===== src/rtl/spi_tx_arbiter.sv =====
// Round-robin scheduler sharing one SPI_TX master among four requesters.
// Each frame is timed by a fixed window followed by a CS guard gap.
module spi_tx_arbiter #(
    parameter int START_HOLD   = 4,
    parameter int FRAME_CYCLES = 16500,
    parameter int GAP_CYCLES   = 16,
    parameter int CNT_W        = 16
) (
    input  logic        clk,
    input  logic        reset,
    input  logic        enable,
    input  logic [3:0]  req,
    input  logic [39:0] req_data,
    output logic [3:0]  ack,
    output logic [3:0]  done,
    output logic        busy,
    output logic        start_transmit,
    output logic [2:0]  selector_cs,
    output logic [9:0]  data
);

    localparam logic [CNT_W-1:0] HOLD_END  = CNT_W'(START_HOLD);
    localparam logic [CNT_W-1:0] FRAME_END = CNT_W'(FRAME_CYCLES);
    localparam logic [CNT_W-1:0] GAP_END   = CNT_W'(FRAME_CYCLES + GAP_CYCLES);
    localparam logic [2:0]       NO_CS     = 3'd7;

    typedef enum logic [2:0] {
        IDLE,
        START,
        WAIT,
        GAP,
        DONE
    } state_t;

    state_t           state_q, state_d;
    logic [CNT_W-1:0] timer_q, timer_d;
    logic [1:0]       ptr_q, ptr_d;
    logic [3:0]       ack_d, done_d;
    logic             busy_d, start_d;
    logic [2:0]       sel_d;
    logic [9:0]       data_d;
    logic [3:0][9:0]  words;
    logic [1:0]       win;
    logic             win_vld;
    logic             grant;

    assign words = req_data;

    // Pick the first requester after the last grant, wrapping mod 4.
    always_comb begin
        logic [1:0] idx;
        win     = 2'd0;
        win_vld = 1'b0;
        idx     = 2'd0;
        for (int i = 1; i <= 4; i++) begin
            idx = ptr_q + 2'(i);
            if (!win_vld && req[idx]) begin
                win     = idx;
                win_vld = 1'b1;
            end
        end
    end

    // DONE behaves like IDLE so back-to-back frames lose no extra cycle.
    assign grant = (state_q == IDLE || state_q == DONE) && enable && win_vld;

    // Next-state and next-output logic for the frame sequencer.
    always_comb begin
        state_d = state_q;
        timer_d = timer_q + 1'b1;
        ptr_d   = ptr_q;
        ack_d   = 4'd0;
        done_d  = 4'd0;
        busy_d  = busy;
        start_d = start_transmit;
        sel_d   = selector_cs;
        data_d  = data;
        unique case (state_q)
            IDLE, DONE: begin
                state_d = IDLE;
                timer_d = '0;
                busy_d  = 1'b0;
                start_d = 1'b0;
                sel_d   = NO_CS;
                if (grant) begin
                    state_d    = START;
                    timer_d    = CNT_W'(1);
                    ptr_d      = win;
                    ack_d[win] = 1'b1;
                    busy_d     = 1'b1;
                    start_d    = 1'b1;
                    sel_d      = {1'b0, win};
                    data_d     = words[win];
                end
            end
            START: begin
                if (timer_q == HOLD_END) begin
                    state_d = WAIT;
                    start_d = 1'b0;
                end
            end
            WAIT: begin
                if (timer_q == FRAME_END) begin
                    state_d = GAP;
                end
            end
            GAP: begin
                if (timer_q == GAP_END) begin
                    state_d       = DONE;
                    done_d[ptr_q] = 1'b1;
                    busy_d        = 1'b0;
                    sel_d         = NO_CS;
                end
            end
            default: begin
                state_d = IDLE;
            end
        endcase
    end

    // State, timer and registered outputs; reset aborts any frame silently.
    always_ff @(posedge clk) begin
        if (reset) begin
            state_q        <= IDLE;
            timer_q        <= '0;
            ptr_q          <= 2'd3;
            ack            <= 4'd0;
            done           <= 4'd0;
            busy           <= 1'b0;
            start_transmit <= 1'b0;
            selector_cs    <= NO_CS;
            data           <= 10'd0;
        end else begin
            state_q        <= state_d;
            timer_q        <= timer_d;
            ptr_q          <= ptr_d;
            ack            <= ack_d;
            done           <= done_d;
            busy           <= busy_d;
            start_transmit <= start_d;
            selector_cs    <= sel_d;
            data           <= data_d;
        end
    end

endmodule


===== config.mk =====
export PLATFORM = sky130hd
export DESIGN_NAME = spi_tx_arbiter
export DESIGN_NICKNAME = d
export VERILOG_FILES = /design/src/rtl/spi_tx_arbiter.sv
export SDC_FILE = /design/constraint.sdc
export NUM_CORES = 1
export LEC_CHECK = 0
export CORE_MARGIN = 2
export CORE_UTILIZATION = 40
export DETAILED_ROUTE_END_ITERATION = 6
export HOLD_SLACK_MARGIN = 0.03
export PLACE_DENSITY = 0.8
export SETUP_SLACK_MARGIN = 0.2
export SLEW_MARGIN = 20
export SYNTH_ARGS = -nofsm -noshare
export SYNTH_HDL_FRONTEND = slang
export SYNTH_SLANG_ARGS = --single-unit

===== constraint.sdc =====
create_clock -name clk -period 4.4 [get_ports clk]
set_clock_uncertainty 0.1 [all_clocks]
set_input_delay 0.88 -clock clk [delete_from_list [all_inputs] [get_ports clk]]
set_output_delay 0.88 -clock clk [all_outputs]
set_load 0.03 [all_outputs]

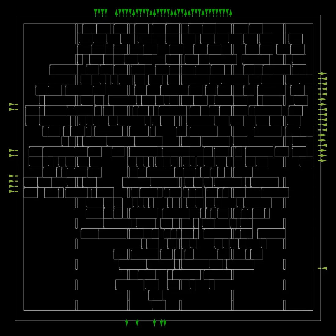
**Above:** run 1 (cell outlines without signal wires).
final cell count without fillers: 395
FF+latch count: 44
number of placement rows: 28

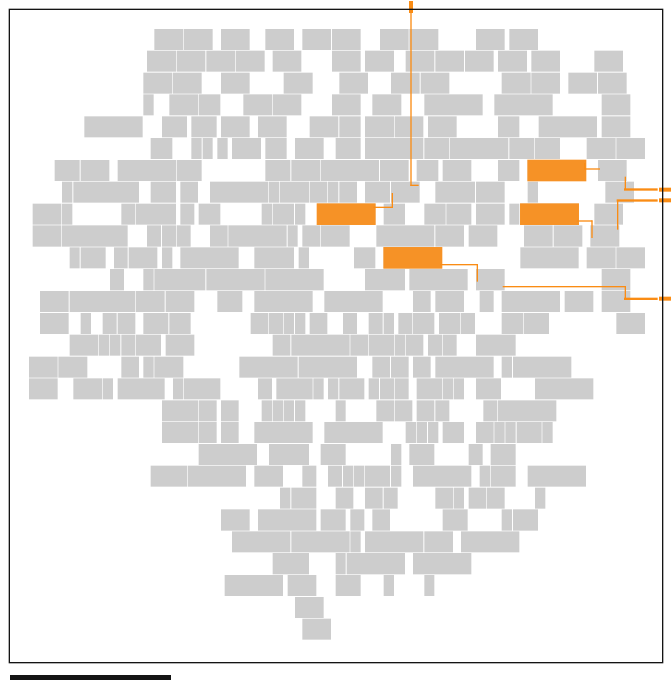
**Above:** run 1 (port wiring).
Scale bar: 20 microns.
[ack] orange | direction: output | end cells: 4 | wire: 74.0 microns

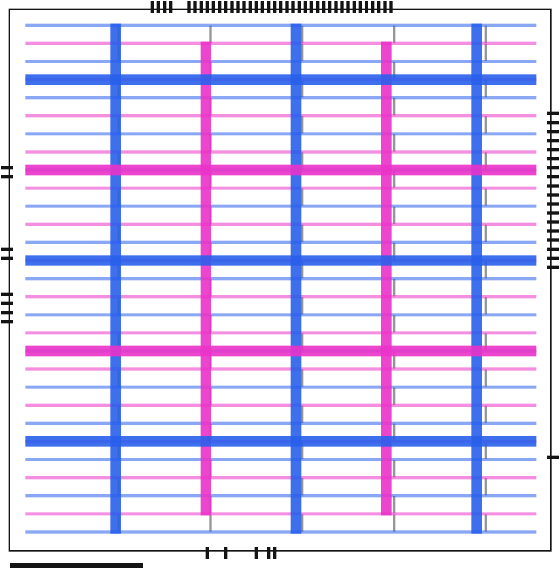
**Above:** run 1 (floorplan with the power grid).
Scale bar: 20 microns. Pins as bars on the die edge. Tap cells in grey.
[VSS] blue
[VDD] magenta
met1 rails: 29
met5 straps: 5
met4 straps: 5
rows: 28
signal pins: 70

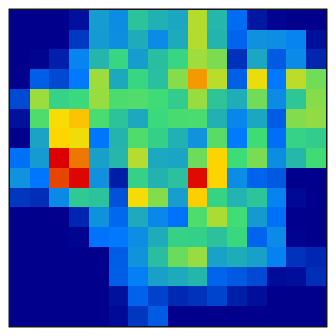
**Above:** run 1 (wiring heat map).
16 x 16 tiles, from dark blue (low) to red (high), scaled to the fullest tile. Values are wire area over tile area, all layers added.
emptiest ninth of the die: lower left
nearly empty tiles: 23%
mean over tiles: 0.13
fullest tile: 0.43
tiles over half the peak: 20%
Routed wire per std cell: 13.5 microns
wirelength, routed: 5340 microns
routed via count: 2058
gr usage total: 16.4%

==> impl_summary.log, run 1 <==
[report] implementation figures
INFO  metric cts_root_buffer = sky130_fd_sc_hd__clkbuf_8
INFO  metric p_per_area = 351 mW/mm^2
INFO  metric netlist_instances = 260
INFO  metric yosysTopAreaCell = sky130_fd_sc_hd__dfxtp_1
INFO  metric syn_nets = 313
INFO  metric yosys_area = 0.00238 sq mm
INFO  metric final_net_count = 373
INFO  metric place.detailed.instances = 388
INFO  metric cts.hold.buffers_added = 0
INFO  metric worstMarginPinSlew = 0.703 ns
INFO  metric route.detailed.vias_per_inst = 5.21
INFO  metric grt_start_max_net_pins = 20
INFO  metric floorplanUtilization = 40.7%
INFO  metric drtIter0Drc = 106
INFO  metric report.final.slew_viol_count = 0
INFO  metric top_area_share = 37.0%
INFO  metric placeableCoreArea = 0.00585 sq mm
INFO  metric post_synth_edffs = 0
INFO  metric synth.lib_cells_used.distinct = 47
INFO  metric cts-htree-levels = 2
INFO  metric hold_viol_final = 0
INFO  metric synth-warning-count = 0
INFO  metric cts.clk_slew.worst_paths = 0.08 ns
INFO  metric max_freq = 0.305 GHz
INFO  metric required = 4.46 ns
INFO  metric cell_area_synth = 0.00238 sq mm
INFO  metric number_of_global_route_vias_before_repair = 1935
INFO  metric slew_headroom = 53.0%
INFO  metric die_height = 81.2 microns
INFO  metric postSynthAreaPerCell = 9.16 sq um
INFO  metric post_synth_main_area_contributors = sky130_fd_sc_hd__dfxtp_1, sky130_fd_sc_hd__mux2i_1, sky130_fd_sc_hd__nor2_1, sky130_fd_sc_hd__ha_1, sky130_fd_sc_hd__o221ai_1
INFO  metric synth-compound-area-share = 12.7%
INFO  metric ys_cells = 260
INFO  metric finalWeightedCongestion = 0.825
INFO  metric rsz0062_at_grt = no
INFO  metric drv_cap = 0
INFO  metric globalRouteOverflowTotal = 0
INFO  metric lay_top_count = sky130_fd_sc_hd__clkdlybuf4s50_1
INFO  metric drt_pass1_iterations = 4
INFO  metric warnings = 30
INFO  metric path_delay_family = flip-flops
INFO  metric tritoncts_clock_tree = done
INFO  metric fp.dieArea = 0.00659 sq mm
INFO  metric setup_viol = 0
INFO  metric post-place-ws = 1.14 ns
INFO  metric cts_made_buffers = 5
INFO  metric ios = 70
INFO  metric final_period_minus_worst_setup_slack = 3.27 ns
INFO  metric number_of_buffers_added_on_ports = 69
INFO  metric cp_slowest_stage_delay = 0.78 ns
INFO  metric status = completed
INFO  metric cts_resized = 0
INFO  metric final_layout_size_suffix_gt1_share = 5.94%
INFO  metric drc_errors = 0
INFO  metric crit_type = flip-flop to flip-flop
INFO  metric design_power_total = 0.00110 W
INFO  metric layout_setup_ws = 1.13 ns
INFO  metric antenna-diode-count = 0
INFO  metric mux_area_share = 12.9%
INFO  metric postSynth.asyncResetShare = 0%
INFO  metric layout.cells.most_common_list = sky130_fd_sc_hd__clkdlybuf4s50_1, sky130_fd_sc_hd__dfxtp_1, sky130_fd_sc_hd__nor2_1
INFO  metric grt_first_pass_wirelength = 8510 microns
INFO  metric area_growth_syn_to_layout = 31.8%
INFO  metric ys_sh_simple = 22.0%
INFO  metric ir_drop = 0.000179 V
INFO  metric clock_sinks = 44
INFO  metric cp.buffers_inverters = 1
INFO  metric post-cts-setup-buffers = 0
INFO  metric crit_slowest_cell = sky130_fd_sc_hd__dfxtp_1
INFO  metric postSynthRegisterBits = 44
INFO  metric timing.critical_path.cells = inv_1 -> ha_1 -> mux4_2 -> nand2b_4 -> o21ai_2 -> a31o_4 -> nand2b_1 -> o221ai_1
INFO  metric worstSetupEndpointType = flip-flop
INFO  metric ys_dominant_reg_cell = sky130_fd_sc_hd__dfxtp_1
INFO  metric drt.antenna.violating_nets = 0
INFO  metric grt_antenna_before_repair = 0
INFO  metric finalClockPeriodUsage = 74.4%
INFO  metric synth.cellmix.xorXnorShare = 5.15%
INFO  metric synth-adder-area-share = 3.15%
INFO  metric critical_path.max_fanout = 19
INFO  metric worstPathArrival = 3.33 ns
INFO  metric die_x = 81.2 microns
INFO  metric timing.critical_path.from_type = flip-flop
INFO  metric synth_seq_share = 37.0%
INFO  metric clock.latency.late_pin = 0.29 ns
INFO  metric post_synth_main_logic_family = simple AND/OR/NAND/NOR gates
INFO  metric hpwl = 4050 microns
## run 1: metal layers
| metal | track usage, % | vias up | routed length [microns] |
|---|---|---|---|
| li1 | - | 1036 | - |
| met1 | 19.6 | 966 | 2320 |
| met2 | 29.2 | 48 | 2720 |
| met3 | 2.89 | 8 | 227 |
| met4 | 6.27 | 0 | 68 |
| met5 | 0 | - | 0 |
## run 1: through the flow
stage	cell area, sq um	hold slack, ns
final	3140	0.374
after global routing	3140	0.403
after CTS	3140	0.379
after detailed placement	3060	0.358
after global placement	3060	0.348
after floorplan	2380	0.352
## run 1: where the power goes
part | total, W | switching (W) | internal (W) | leakage [nW]
logic | 0.000406 | 0.000209 | 0.000196 | 0.835
registers | 0.000462 | 0.0000308 | 0.000432 | 0.358
clock network | 0.000233 | 0.000125 | 0.000108 | 0.0410
total | 0.00110 | 0.000365 | 0.000736 | 1.23
## run 1: synth_stat cells, drive strengths merged, types with 2 or more instances
library cell	instances
xor2	8
nor2	34
clkbuf	8
mux2i	24
nor4	3
o221ai	8
nand3b	9
nand4	2
nand2b	4
nand3	12
inv	12
o311ai	3
a31oi	2
o21ai	6
or2	3
nor3	4
a21oi	5
buf	10
xnor2	6
a21o	2
a221oi	2
mux4	3
o21a	2
or3	2
and3	8
nand2	10
a211o	3
dfxtp	44
ha	6
and2	5
## run 1: final cells by class
| type | instances | area, sq um | area share, % |
|---|---|---|---|
| multi-input cells | 185 | 1330 | 42.4 |
| flip-flops and latches | 44 | 881 | 28.1 |
| repair buffers | 71 | 706 | 22.5 |
| well taps | 75 | 93.8 | 2.99 |
| clock buffers | 6 | 72.6 | 2.31 |
| inverters | 13 | 48.8 | 1.55 |
| clock inverters | 1 | 5.00 | 0.159 |
## run 1: registers in the layout (all words and copies together), names as in the netlist
register,count
state_q,3
timer_q,16
data,10
busy,1
done,4
ptr_q,2
start_transmit,1
selector_cs,3
ack,4
## run 1: kinds of logic (layout without fill, tap and decap cells)
logic type / after synthesis / after routing
fa+ha+maj: 6 / 6
flops: 44 / 44
xor+xnor: 14 / 14
simple gates: 100 / 100
compound gates: 38 / 38
mux: 27 / 27
buf+inv: 31 / 91
## run 1: path summary, 6_finish.rpt
kind	slack, ns	endpoint	from	cells past startpoint
setup reg to reg	1.13	data[3]	ptr_q[0]	8
setup / recovery	1.13	data[3]	ptr_q[0]	8
hold / removal	0.37	selector_cs[0]	selector_cs[0]	1
hold reg to reg	0.37	selector_cs[0]	selector_cs[0]	1
**Run 1: cell classes on the final placement**

Fill, decap, tap and diode cells in grey.
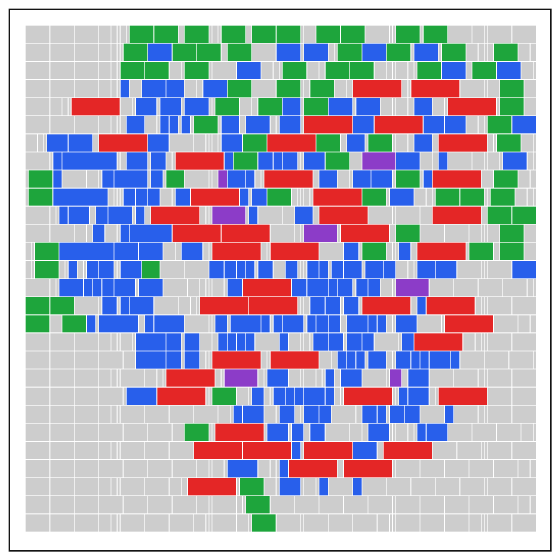

## Run 2: what changed since run 1
- PLACE_DENSITY: 0.8 -> 0.83
- clock period: 4.4 -> 2.9 ns (I/O delays scaled with it)
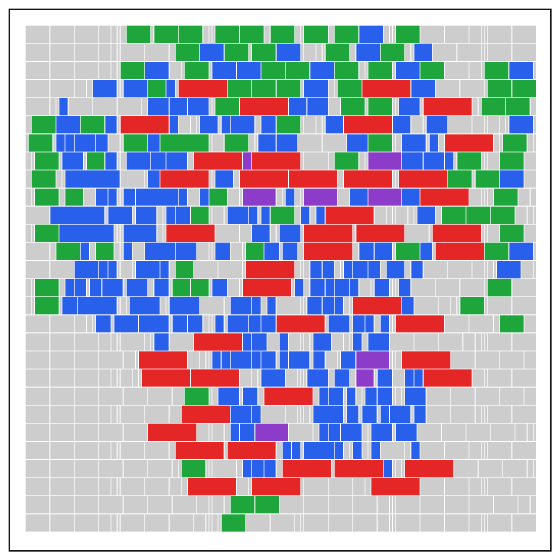
**Above:** run 2 (cell classes on the final placement).
Fill, decap, tap and diode cells in grey.
[remaining buffers and delay cells] green | cells: 80 | share of their area: 25%
[clock drivers and dummy loads] purple | cells: 8 | share of their area: 3.0%
[registers] red | cells: 44 | share of their area: 28%
[remaining logic cells] blue | cells: 198 | share of their area: 44%
total core area: 0.00585 sq mm
post-route cell area: 0.00324 sq mm
Seq area share: 27.2%
end-of-flow core utilization: 55.3%

==> run 2 against run 1 <==
Net effect:
- final area increased by 3.1%
- global-route usage increased by 0.26 points
- critical endpoint unchanged
- non-clock buffer count increased by 9
- final cell count increased by 2.5%
- via count increased by 2.2%
- highest routed layer unchanged
- sequential share of layout area decreased by 0.84 points
- clock-buffer cell count increased by 1
- routed wire length increased by 2.5%
- power increased by 59%
- clock power increased by 72%
- sequential power increased by 48%
- setup slack got worse by 0.81 ns
==> impl_summary.log, run 2 <==
[report] implementation figures
INFO  metric status = completed
INFO  metric drc_errors = 0 (unchanged)
INFO  metric grt_antenna_before_repair = 0 (unchanged)
INFO  metric regMostFlops = timer_q
INFO  metric drtIter0Drc = 92 (-13%)
INFO  metric layout.cells.most_common_list = sky130_fd_sc_hd__clkdlybuf4s50_1, sky130_fd_sc_hd__dfxtp_1, sky130_fd_sc_hd__nor2_1
INFO  metric rsz0062_at_grt = no
INFO  metric whs = 0.367 ns (-0.00739 ns)
INFO  metric yosysTopAreaCell = sky130_fd_sc_hd__dfxtp_1
INFO  metric timing.critical_path.from_type = primary input
INFO  metric max_freq = 0.388 GHz
INFO  metric top_area_share = 37.0% (unchanged)
INFO  metric hold_viol_final = 0 (unchanged)
INFO  metric gr-usage-all-layers = 16.7% (+0.26 points)
INFO  metric final_net_count = 382 (+2.4%)
INFO  metric ys_dominant_reg_cell = sky130_fd_sc_hd__dfxtp_1
INFO  metric lay_top_count = sky130_fd_sc_hd__clkdlybuf4s50_1
INFO  metric largest_register_ff_count = 16 (unchanged)
INFO  metric die_height = 81.2 microns (unchanged)
INFO  metric netlist_instances = 260 (unchanged)
INFO  metric drv_cap = 0 (unchanged)
INFO  metric ir_drop = 0.000341 V (+91%)
INFO  metric syn_nets = 313 (unchanged)
INFO  metric cts-htree-levels = 2 (unchanged)
INFO  metric crit_slowest_cell = sky130_fd_sc_hd__clkdlybuf4s50_1
INFO  metric worstMarginPinSlew = 0.503 ns (-0.200 ns)
INFO  metric postSynthRegisterBits = 44 (unchanged)
INFO  metric clock.latency.late_pin = 0.30 ns (about the same)
INFO  metric grt_first_pass_wirelength = 8510 microns (unchanged)
INFO  metric clock_sinks = 44 (unchanged)
INFO  metric postSynthAreaPerCell = 9.16 sq um (unchanged)
INFO  metric critical_path.max_fanout = 11 (-8)
INFO  metric post_synth_main_area_contributors = sky130_fd_sc_hd__dfxtp_1, sky130_fd_sc_hd__mux2i_1, sky130_fd_sc_hd__nor2_1, sky130_fd_sc_hd__ha_1, sky130_fd_sc_hd__o221ai_1
INFO  metric cell_area_synth = 0.00238 sq mm (unchanged)
INFO  metric design_power_total = 0.00175 W (+59%)
INFO  metric antenna-diode-count = 0 (unchanged)
INFO  metric rr_startpoint = ptr_q[0]
INFO  metric top_cells_by_count_synth = sky130_fd_sc_hd__dfxtp_1, sky130_fd_sc_hd__nor2_1, sky130_fd_sc_hd__mux2i_1
INFO  metric number_of_global_route_vias_before_repair = 1891 (-2.3%)
INFO  metric fp.dieArea = 0.00659 sq mm (unchanged)
INFO  metric slew_headroom = 66.1% (+13 points)
INFO  metric area_growth_syn_to_layout = 35.8%
INFO  metric wl_per_cell = 13.5 microns (about the same)
INFO  metric detailroute.via_count = 2104 (+2.2%)
INFO  metric globalRouteOverflowTotal = 0 (unchanged)
INFO  metric report.final.slew_viol_count = 0 (unchanged)
INFO  metric post_synth_edffs = 0 (unchanged)
INFO  metric synth.lib_cells_used.distinct = 47 (unchanged)
INFO  metric yosysMostFrequentCell = sky130_fd_sc_hd__dfxtp_1
INFO  metric yosys_area = 0.00238 sq mm (unchanged)
INFO  metric warnings = 30 (unchanged)
INFO  metric drt.antenna.violating_nets = 0 (unchanged)
INFO  metric hpwl = 4280 microns (+5.6%)
INFO  metric final_period_minus_worst_setup_slack = 2.58 ns
INFO  metric cts_resized = 0 (unchanged)
INFO  metric cts.clk_slew.worst_paths = 0.08 ns (about the same)
INFO  metric cts_root_buffer = sky130_fd_sc_hd__clkbuf_8
INFO  metric grt_start_max_net_pins = 19 (-5.0%)
INFO  metric timing.critical_path.from = req[3]
INFO  metric largest_registers = timer_q (16), data (10)
INFO  metric cp_slowest_stage_delay = 0.54 ns (-0.24 ns)
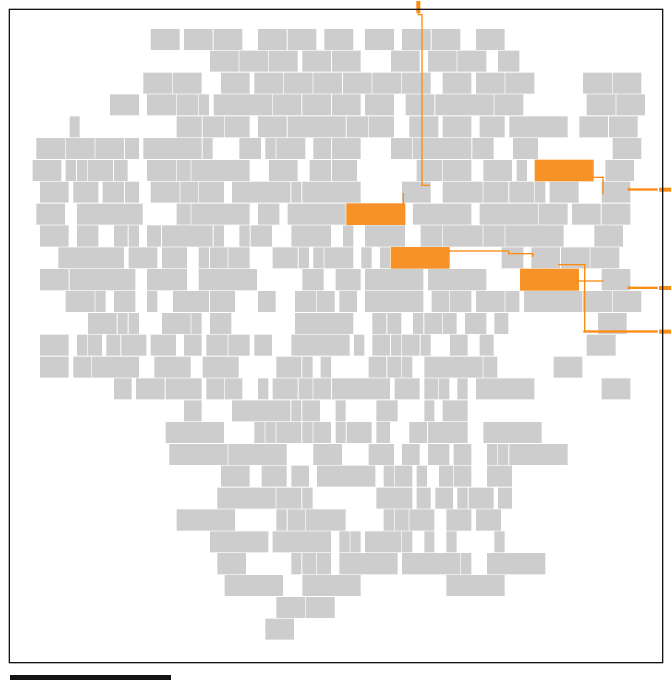
**Above:** run 2 (port wiring).
Scale bar: 20 microns.
[ack] orange | direction: output | end cells: 4 | wire: 71.0 microns
number of buffers added on ports: 69
Ports: 70

run 2: cell counts after synthesis:
Identical to the previous run, type by type.
run 2: path summary, 6_finish.rpt:
check             to  slack (ns)  cells past startpoint
max          data[3]        0.32                      7
min             busy        0.37                      2
max reg2reg  data[3]        0.36                      8
min reg2reg     busy        0.37                      2
run 2: cell families (layout without fill, tap and decap cells):
family | after synthesis | in the layout | share of synthesized area [%]
buffers and inverters | 31 | 101 | 7.09
adders and majority gates | 6 | 6 | 3.15
DFF | 44 | 44 | 37.0
xor gates and xnor gates | 14 | 14 | 5.15
AOI/OAI and AO/OA | 38 | 38 | 12.7
muxes | 27 | 27 | 12.9
and+or+nand+nor | 100 | 100 | 22.0
run 2: final cells by class:
| class | count | share of cell area (%) |
|---|---|---|
| multi-input combinational | 185 | 41.2 |
| clock buffer | 7 | 2.67 |
| inverter | 13 | 1.51 |
| tap | 75 | 2.90 |
| timing repair buffer | 80 | 24.3 |
| clock inverter | 1 | 0.232 |
| sequential | 44 | 27.2 |
run 2: metrics by stage:
stage / instance area (sq um) / cells / setup WS, ns
global placement: 3140 / 397 / 0.0806
global route: 3240 / 405 / 0.223
floorplan: 2380 / 260 / 0.247
detailed placement: 3140 / 397 / 0.0238
finish: 3240 / 405 / 0.321
CTS: 3240 / 405 / 0.335
run 2: worst reg2reg max path: stages, from the launching register on:
cell	delay (ns)
sky130_fd_sc_hd__dfxtp_1	0.34
sky130_fd_sc_hd__inv_1	0.09
sky130_fd_sc_hd__ha_1	0.49
sky130_fd_sc_hd__mux4_2	0.37
sky130_fd_sc_hd__nand2b_4	0.17
sky130_fd_sc_hd__o21ai_2	0.06
sky130_fd_sc_hd__a31o_4	0.26
sky130_fd_sc_hd__nand2b_1	0.35
sky130_fd_sc_hd__o221ai_1	0.18
run 2: layer usage:
metal | global-route usage [%] | part of all wire, % | vias up | wire [microns]
li1 | - | - | 1058 | -
met1 | 20.5 | 43 | 988 | 2370
met2 | 29.3 | 50 | 51 | 2750
met3 | 2.78 | 4.7 | 7 | 259
met4 | 5.76 | 1.7 | 0 | 92
met5 | 0 | 0 | - | 0
run 2: where the power goes:
group	switching, W	internal (W)
registers	0.0000288	0.000654
clock network	0.000207	0.000194
logic	0.000340	0.000329
total	0.000576	0.00118
**Run 2: wiring heat map**

16 x 16 tiles, from dark blue (low) to red (high), scaled to the fullest tile. Values are wire area over tile area, all layers added.
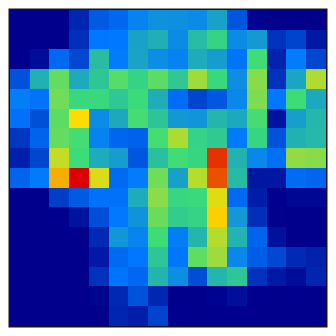

## Run 3: what changed since run 2
- GPL_TIMING_DRIVEN: default -> 0
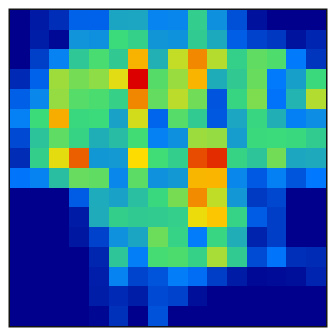
**Above:** run 3 (wiring heat map).
16 x 16 tiles, from dark blue (low) to red (high), scaled to the fullest tile. Values are wire area over tile area, all layers added.
nearly empty tiles: 22%
mean over tiles: 0.14
tiles over half the peak: 21%

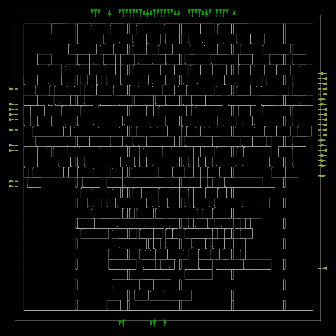
**Above:** run 3 (cell outlines without signal wires).
Fill cells: 496
end-of-flow core utilization: 57.2%
final cell count without fillers: 416
number of tap cells added at floorplan: 75

==> run 3 against run 2 <==
Net effect:
- fmax down 2.0%
- combinational power up 13%
- final area up 3.4%
- global-route usage up 0.50 points
- clock power up 14%
- die size unchanged
- non-clock buffer count up 11
- sequential cell count unchanged
- via count up 2.8%
- setup slack worse by 0.053 ns
- largest cell class unchanged
==> impl_summary.log, run 3 <==
[report] implementation figures
INFO  metric status = completed
INFO  metric whs = 0.376 ns (+0.00872 ns)
INFO  metric min-delay-path-class = flip-flop to flip-flop
INFO  metric layout_setup_ws = 0.268 ns (-0.0534 ns)
INFO  metric worstMarginPinSlew = 0.522 ns (+0.0188 ns)
INFO  metric top_cells_by_count_synth = sky130_fd_sc_hd__dfxtp_1, sky130_fd_sc_hd__nor2_1, sky130_fd_sc_hd__mux2i_1
INFO  metric regToRegEndpoint = ptr_q[1]
INFO  metric route.detailed.vias_per_inst = 5.20
INFO  metric lay_top_count = sky130_fd_sc_hd__clkdlybuf4s50_1
INFO  metric cts_made_buffers = 5
INFO  metric syn_nets = 313 (unchanged)
INFO  metric post_synth_main_area_contributors = sky130_fd_sc_hd__dfxtp_1, sky130_fd_sc_hd__mux2i_1, sky130_fd_sc_hd__nor2_1, sky130_fd_sc_hd__ha_1, sky130_fd_sc_hd__o221ai_1
INFO  metric die_height = 81.2 microns (unchanged)
INFO  metric largest_registers = timer_q (16), data (10)
INFO  metric postSynthAreaPerCell = 9.16 sq um (unchanged)
INFO  metric antenna-diode-count = 0 (unchanged)
INFO  metric area_growth_syn_to_layout = 40.5%
INFO  metric gr-usage-all-layers = 17.2% (+0.50 points)
INFO  metric post-place-ws = -0.0483 ns (-0.0720 ns)
INFO  metric drt_pass1_iterations = 4
INFO  metric largest_register_ff_count = 16 (unchanged)
INFO  metric cts-htree-levels = 2 (unchanged)
INFO  metric ios = 70 (unchanged)
INFO  metric number_of_buffers_added_on_ports = 66 (-4.3%)
INFO  metric p_per_area = 567 mW/mm^2
INFO  metric fp-row-count = 28
INFO  metric required = 2.99 ns
INFO  metric finalWeightedCongestion = 0.876
INFO  metric cts.clk_slew.worst_paths = 0.08 ns (about the same)
INFO  metric rsz0062_at_grt = no
INFO  metric endpoint_of_the_worst_hold_timing_path = selector_cs[0]
INFO  metric final_layout_size_suffix_gt1_share = 11.4%
INFO  metric placeableCoreArea = 0.00585 sq mm (unchanged)
INFO  metric ys_dominant_reg_cell = sky130_fd_sc_hd__dfxtp_1
INFO  metric globalRouteOverflowTotal = 0 (unchanged)
INFO  metric final_net_count = 393 (+2.9%)
INFO  metric critical_path.max_fanout = 10 (-1)
INFO  metric floorplanUtilization = 40.7%
INFO  metric hold_viol_final = 0 (unchanged)
INFO  metric yosys_area = 0.00238 sq mm (unchanged)
INFO  metric synth-warning-count = 0
INFO  metric drt.antenna.violating_nets = 0 (unchanged)
INFO  metric drc_errors = 0 (unchanged)
INFO  metric setup_viol = 0
INFO  metric cts_buffer_depth = 2
INFO  metric number_of_global_route_vias_before_repair = 1970 (+4.2%)
INFO  metric max_freq = 0.380 GHz (-2.0%)
INFO  metric finalClockPeriodUsage = 90.8%
INFO  metric hold_path.startpoint = selector_cs[0]
INFO  metric cell_area_synth = 0.00238 sq mm (unchanged)
INFO  metric clock_sinks = 44 (unchanged)
INFO  metric report.final.slew_viol_count = 0 (unchanged)
INFO  metric warnings = 30 (unchanged)
INFO  metric cts_root_buffer = sky130_fd_sc_hd__clkbuf_8
INFO  metric yosysTopAreaCell = sky130_fd_sc_hd__dfxtp_1
INFO  metric regMostFlops = timer_q
INFO  metric grt_start_max_net_pins = 14 (-5)
INFO  metric design_power_total = 0.00190 W (+8.3%)
INFO  metric slew_headroom = 64.7% (-1.4 points)
INFO  metric netlist_instances = 260 (unchanged)
INFO  metric yosysMostFrequentCell = sky130_fd_sc_hd__dfxtp_1
INFO  metric ir_drop = 0.000335 V (-1.7%)
INFO  metric regToRegSetupSlack = 0.27 ns (-0.09 ns)
INFO  metric p_leak = 1.33 nW
INFO  metric worstPathArrival = 2.72 ns
INFO  metric wl_per_cell = 13.7 microns (+1.4%)
INFO  metric detailroute.via_count = 2163 (+2.8%)
INFO  metric drtIter0Drc = 170 (+85%)
INFO  metric worstSetupEndpointType = flip-flop
INFO  metric totalWireLength = 5690 microns
INFO  metric totalNegativeSetupSlack = 0 ns
INFO  metric r2r_cells = 11 (+3)
INFO  metric clock.latency.late_pin = 0.29 ns (about the same)
INFO  metric fp.dieArea = 0.00659 sq mm (unchanged)
INFO  metric final_period_minus_worst_setup_slack = 2.63 ns (+0.0534 ns)
INFO  metric grt_first_pass_wirelength = 8950 microns (+5.2%)
INFO  metric postSynth.asyncResetShare = 0%
INFO  metric rr_startpoint = ptr_q[0]
INFO  metric top_area_share = 37.0% (unchanged)
INFO  metric hpwl = 4280 microns (about the same)
INFO  metric synth.lib_cells_used.distinct = 47 (unchanged)
INFO  metric post_synth_edffs = 0 (unchanged)
INFO  metric drv_cap = 0 (unchanged)
INFO  metric postSynthRegisterBits = 44 (unchanged)
INFO  metric layout.cells.most_common_list = sky130_fd_sc_hd__clkdlybuf4s50_1, sky130_fd_sc_hd__dfxtp_1, sky130_fd_sc_hd__nor2_1
INFO  metric timing.critical_path.from_type = flip-flop
INFO  metric tritoncts_clock_tree = done
INFO  metric worstHoldPathCells = 1 (-1)
INFO  metric grt_antenna_before_repair = 0 (unchanged)
run 3: netlist changes by cell type in the layout (fill, tap and decap cells not counted), sizes merged:
cell / previous run / this run
clkdlybuf4s50: 69 / 66
clkinvlp: 1 / 0
clkbuf: 7 / 14
buf: 11 / 17
clkinv: 1 / 2
bufinv: 0 / 1
run 3: what timing repair did:
action	CTS	global route
hold endpoints to repair	0	0
hold buffers	0	0
pin swaps	1	0
resized	5	5
setup buffers	1	6
endpoints found under the setup margin	17	11
run 3: how the worst max path moves through the flow:
stage / endpoint / slack (ns) / start / cells after the start
final: ptr_q[1] / 0.27 / ptr_q[0] / 11
after global routing: data[7] / 0.18 / ptr_q[0] / 13
after CTS: ptr_q[1] / 0.21 / ptr_q[0] / 11
after detailed placement: data[9] / -0.05 / req[2] / 6
after global placement: data[0] / -0.01 / req[2] / 6
after floorplan: ptr_q[1] / 0.25 / ptr_q[0] / 11
run 3: critical path, stage by stage (launching register included):
cell	delay, ns
sky130_fd_sc_hd__dfxtp_2	0.36
sky130_fd_sc_hd__buf_8	0.11
sky130_fd_sc_hd__buf_8	0.12
sky130_fd_sc_hd__inv_2	0.06
sky130_fd_sc_hd__ha_1	0.30
sky130_fd_sc_hd__buf_6	0.14
sky130_fd_sc_hd__a221o_1	0.34
sky130_fd_sc_hd__a32o_1	0.23
sky130_fd_sc_hd__a31o_4	0.22
sky130_fd_sc_hd__buf_12	0.14
sky130_fd_sc_hd__nor2b_1	0.12
sky130_fd_sc_hd__a211o_1	0.27
run 3: stage by stage:
| step | std cells | instance area (sq um) | util, % |
|---|---|---|---|
| after floorplan | 260 | 2380 | - |
| after global placement | 401 | 3140 | 53.7 |
| after detailed placement | 401 | 3140 | 53.7 |
| after CTS | 410 | 3260 | 55.8 |
| after global routing | 416 | 3350 | 57.2 |
| final | 416 | 3350 | 57.2 |
run 3: cell families after synthesis:
group	count (synthesis)	synth area share, %
AND-OR/OR-AND	38	12.7
XOR/XNOR	14	5.15
adder cells (fa/ha/maj)	6	3.15
buffers and inverters	31	7.09
flip-flops	44	37.0
multiplexers	27	12.9
AND/OR/NAND/NOR	100	22.0
run 3: per-layer routing:
layer | wire length [microns] | GRT usage, %
met5 | 0 | 0
met4 | 104 | 6.27
met3 | 306 | 3.89
met2 | 2900 | 30.2
met1 | 2380 | 20.4
run 3: layout make-up:
cell class / instances / area, sq um / area share, %
inverter: 13 / 48.8 / 1.46
sequential: 44 / 882 / 26.4
timing repair buffer: 73 / 726 / 21.7
tap: 75 / 93.8 / 2.80
buffer: 18 / 140 / 4.19
multi-input combinational: 185 / 1350 / 40.3
clock buffer: 6 / 72.6 / 2.17
clock inverter: 2 / 35.0 / 1.05
run 3: power breakdown:
part	switching, W	leakage, nW	internal (W)	total [W]
clock network	0.000201	0.0552	0.000256	0.000457
registers	0.0000328	0.358	0.000655	0.000688
logic	0.000361	0.920	0.000392	0.000754
Power is estimated from default activity; no workload was simulated.
